$ cat config.mk
export PLATFORM = sky130hd
export DESIGN_NAME = instr_line_buf
export DESIGN_NICKNAME = d
export VERILOG_FILES = /design/src/rtl/instr_line_buf.sv
export SDC_FILE = /design/constraint.sdc
export NUM_CORES = 2
export LEC_CHECK = 0
export CORE_MARGIN = 3
export CORE_UTILIZATION = 60
export CTS_BUF_LIST = sky130_fd_sc_hd__clkbuf_16
export CTS_CLUSTER_DIAMETER = 60
export DETAILED_ROUTE_END_ITERATION = 10
export GPL_TIMING_DRIVEN = 0
export PLACE_DENSITY = 0.92
export SLEW_MARGIN = 40
export SYNTH_ARGS = -nofsm -noshare
export SYNTH_HDL_FRONTEND = slang
export SYNTH_SLANG_ARGS = --single-unit
$ cat constraint.sdc
create_clock -name clk_i -period 3.1 [get_ports clk_i]
set_clock_uncertainty 0.05 [all_clocks]
set_input_delay 0.465 -clock clk_i [delete_from_list [all_inputs] [get_ports clk_i]]
set_output_delay 0.465 -clock clk_i [all_outputs]
set_load 0.01 [all_outputs]
$ cat src/rtl/instr_line_buf.sv
// Instruction line buffer: FIFO of I-cache lines, issues one instruction per cycle from the head line.
// Optional zero-latency bypass from an empty buffer: define INSTR_LINE_BUF_BYPASS_EN.
module instr_line_buf #(
   parameter int unsigned XLEN       = 64,
   parameter int unsigned ILEN       = 32,
   parameter int unsigned LINE_INSTR = 16,
   parameter int unsigned DEPTH      = 2,
   parameter int unsigned OFFSET     = 2,
   localparam int unsigned IDX_W     = $clog2(LINE_INSTR),
   localparam int unsigned CNT_W     = $clog2(DEPTH + 1)
) (
   input  logic                       clk_i,
   input  logic                       rst_n_i,
   input  logic                       flush_i,
   input  logic                       line_valid_i,
   output logic                       line_ready_o,
   input  logic [XLEN-1:0]            line_pc_i,
   input  logic [LINE_INSTR*ILEN-1:0] line_data_i,
   output logic                       instr_valid_o,
   input  logic                       instr_ready_i,
   output logic [ILEN-1:0]            instr_o,
   output logic [XLEN-1:0]            instr_pc_o,
   output logic [CNT_W-1:0]           occupancy_o
);

   localparam int unsigned PTR_W = (DEPTH > 1) ? $clog2(DEPTH) : 1;
   localparam int unsigned PC_W  = XLEN - OFFSET;

   typedef logic [LINE_INSTR-1:0][ILEN-1:0] line_t;

   line_t            line_mem [DEPTH];
   logic [PC_W-1:0]  pc_mem   [DEPTH];
   logic [PTR_W-1:0] head_q, head_d, tail_q, tail_d, head_nxt;
   logic [CNT_W-1:0] count_q, count_d;
   logic [IDX_W-1:0] idx_q, idx_d;
   logic [IDX_W-1:0] in_off;
   logic             push, buf_issue, pop, last;
   logic             byp_take, byp_drop;
   logic             unused_pc_lo;

   function automatic logic [PTR_W-1:0] next_ptr(input logic [PTR_W-1:0] p);
      return (p == PTR_W'(DEPTH - 1)) ? '0 : p + PTR_W'(1);
   endfunction

   // Byte-offset bits of the PC never select anything.
   assign unused_pc_lo = ^line_pc_i[OFFSET-1:0];

   assign in_off       = line_pc_i[IDX_W+OFFSET-1:OFFSET];
   assign line_ready_o = (count_q != CNT_W'(DEPTH));
   assign occupancy_o  = count_q;
   assign head_nxt     = next_ptr(head_q);
   assign last         = (idx_q == IDX_W'(LINE_INSTR - 1));
   assign buf_issue    = (count_q != '0) && !flush_i && instr_ready_i;
   assign pop          = buf_issue && last;

`ifdef INSTR_LINE_BUF_BYPASS_EN
   line_t byp_line;
   logic  byp_sel;
   assign byp_line = line_data_i;
   assign byp_sel  = (count_q == '0) && line_valid_i && !flush_i;
   assign byp_take = byp_sel && instr_ready_i;
   // A line fully consumed through the bypass never needs a slot.
   assign byp_drop = byp_take && (in_off == IDX_W'(LINE_INSTR - 1));
`else
   assign byp_take = 1'b0;
   assign byp_drop = 1'b0;
`endif

   assign push = line_valid_i && line_ready_o && !byp_drop;

   // Issue selection from the head entry (or the incoming line when bypassing).
   always_comb begin
      instr_valid_o = 1'b0;
      instr_o       = '0;
      instr_pc_o    = '0;
`ifdef INSTR_LINE_BUF_BYPASS_EN
      if (byp_sel) begin
         instr_valid_o = 1'b1;
         instr_o       = byp_line[in_off];
         instr_pc_o    = {line_pc_i[XLEN-1:OFFSET], OFFSET'(0)};
      end
`endif
      if ((count_q != '0) && !flush_i) begin
         instr_valid_o = 1'b1;
         instr_o       = line_mem[head_q][idx_q];
         instr_pc_o    = {pc_mem[head_q][PC_W-1:IDX_W], idx_q, OFFSET'(0)};
      end
   end

   // Pointer, count and word-index next state.
   always_comb begin
      head_d  = head_q;
      tail_d  = tail_q;
      count_d = count_q;
      idx_d   = idx_q;
      if (flush_i) begin
         head_d  = '0;
         tail_d  = '0;
         count_d = '0;
         idx_d   = '0;
      end else begin
         if (push) tail_d = next_ptr(tail_q);
         if (pop)  head_d = head_nxt;
         count_d = count_q + CNT_W'(push) - CNT_W'(pop);
         if (buf_issue && !last) begin
            idx_d = idx_q + IDX_W'(1);
         end else if (pop) begin
            if (count_q > CNT_W'(1)) idx_d = pc_mem[head_nxt][IDX_W-1:0];
            else if (push)           idx_d = in_off;
            else                     idx_d = '0;
         end else if (push && (count_q == '0)) begin
            idx_d = byp_take ? in_off + IDX_W'(1) : in_off;
         end
      end
   end

   always_ff @(posedge clk_i or negedge rst_n_i) begin
      if (!rst_n_i) begin
         head_q  <= '0;
         tail_q  <= '0;
         count_q <= '0;
         idx_q   <= '0;
         for (int i = 0; i < int'(DEPTH); i++) begin
            line_mem[i] <= '0;
            pc_mem[i]   <= '0;
         end
      end else begin
         head_q  <= head_d;
         tail_q  <= tail_d;
         count_q <= count_d;
         idx_q   <= idx_d;
         if (push && !flush_i) begin
            line_mem[tail_q] <= line_data_i;
            pc_mem[tail_q]   <= line_pc_i[XLEN-1:OFFSET];
         end
      end
   end

endmodule
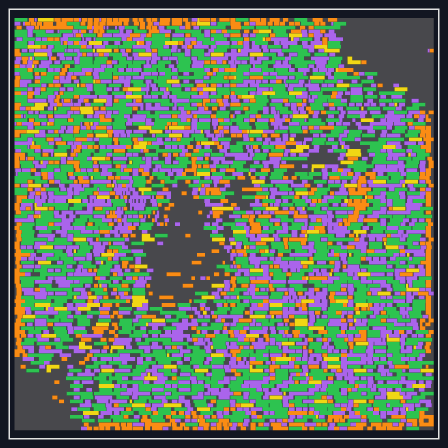
class_map.png
Fill, decap, tap and diode cells in grey.
[yellow] clock drivers and dummy loads | cells: 221
[purple] remaining logic cells | cells: 2073
[green] registers | cells: 1156
[orange] remaining buffers and delay cells | cells: 975
core area: 86080 um^2
final core utilization: 79.37%

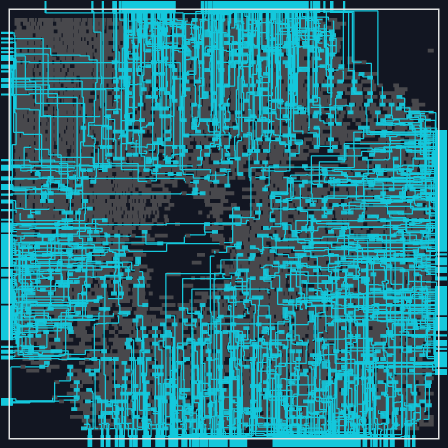
port_trees.png
[cyan] line_data_i | bits: 512 | direction: input | edge: 168 bottom, 137 top, 111 right, 96 left | end cells: 1024 | buffers: 512 | wire: 43.9 mm
IO Port Bufs: 676
number of top-level pins: 681

==> impl_metrics.json <==
{
  "ys.flops": 1156,
  "post_synth_instance_area_um2": 52600,
  "r2r-start": "occupancy_o[0]",
  "final_common_cell": "sky130_fd_sc_hd__mux2_2",
  "largest_register_ffs": 1024,
  "detailed_route_wirelength_on_metal3_um": 21800,
  "fin_ws_ns": -0.6535,
  "tightest_slew_ns": 0.8430,
  "critPathLaunch": "idx_q[0]",
  "final-seq-area_um2": 28930,
  "nonClockInverterCount": 2,
  "status": "finished with violations",
  "seq-cell-share_pct": 42.34,
  "die_height_um": 302.1,
  "crit_path_cell_trace": "buf_6 -> buf_12 -> buf_4 -> mux2_2 -> o22ai_1 -> a221oi_2 -> o22ai_2 -> nor3_2 -> buf_4",
  "peakVddDrop_uv": 626.4,
  "crit_path_end": "instr_o[19]",
  "routed_wire_length_per_instance_um": 35.09,
  "failed_checks": "negative setup slack",
  "post_synth_ao_oa_area_fraction_pct": 3.454,
  "clk_pin_slew_worst_paths_ns": 0.06,
  "slew_viol_final": 0,
  "dpl_worst_slack_ns": -1.342,
  "firstDrtPassIters": 5,
  "setup_total_negative_slack_ns": -12.51,
  "htreeDepth": 3,
  "r2r_setup_slk_ns": 0.32,
  "critical_path_buf_inv_count": 4,
  "comb_gate_area_um2": 23670,
  "ff_type": "sky130_fd_sc_hd__dfrtp_1",
  "setup-violations-final": 34,
  "min_period_over_period_pct": 121.1,
  "number_of_max_capacitance_violations_reported": 0,
  "synthTopCellsByCount": "sky130_fd_sc_hd__mux2_2 (1342), sky130_fd_sc_hd__dfrtp_1 (1156), sky130_fd_sc_hd__mux2i_1 (187)",
  "share_of_synthesized_cell_area_in_and_or_nand_and_nor_gates_pct": 1.420,
  "crit_cells": 9,
  "hold_viol_final": 0,
  "required_ns": 2.58,
  "worst_r2r_path_depth": 8,
  "number_of_distinct_library_cells_after_synthesis": 39,
  "worst_setup_path_start_kind": "flip-flop",
  "hold_path.class": "in2async"
}
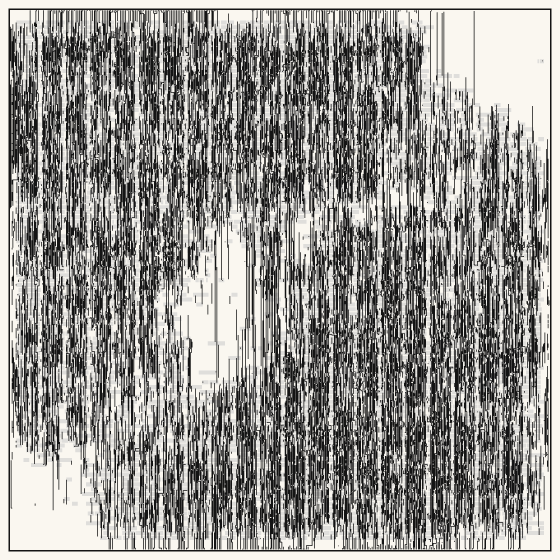
m2.png
main direction: vertical
nets with wire on the layer: 4803
longest straight run: 99.4 um
wire length on this layer: 91.3 mm
final wirelength: 198900 um
met2 Track Usage GR: 63.42%
via total after detailed routing: 38134

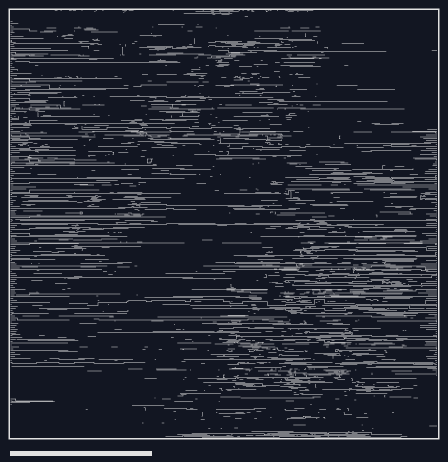
m3.png
Scale bar: 100 um.
longest straight run: 142 um
share of all routed wire: 11%
nets with wire on the layer: 1126
met3 track utilization from global routing: 13.01%

## what timing repair did
action | in CTS | in global routing
setup buffers | 18 | 7
gates cloned | 4 | 3
pin swaps | 74 | 50
gates resized | 662 | 165
hold buffers | 1 | 0
setup endpoints to repair | 95 | 87
endpoints found under the hold margin | 131 | 0
## stage by stage
step / hold WS (ns) / instance area, um^2 / util, %
after CTS: 0.2445 / 67290 / 78.17
after detailed placement: 0.3178 / 61150 / 71.04
after global routing: 0.2717 / 68280 / 79.32
after global placement: 0.4308 / 60800 / 70.63
after floorplan: 0.1194 / 52600 / -
final: 0.2191 / 68330 / 79.37
## layer usage
metal / GRT usage (%) / vias to the layer above
met3: 13.01 / 948
met5: 0 / -
li1: - / 14796
met1: 47.40 / 19681
met4: 29.03 / 46
met2: 63.42 / 2663
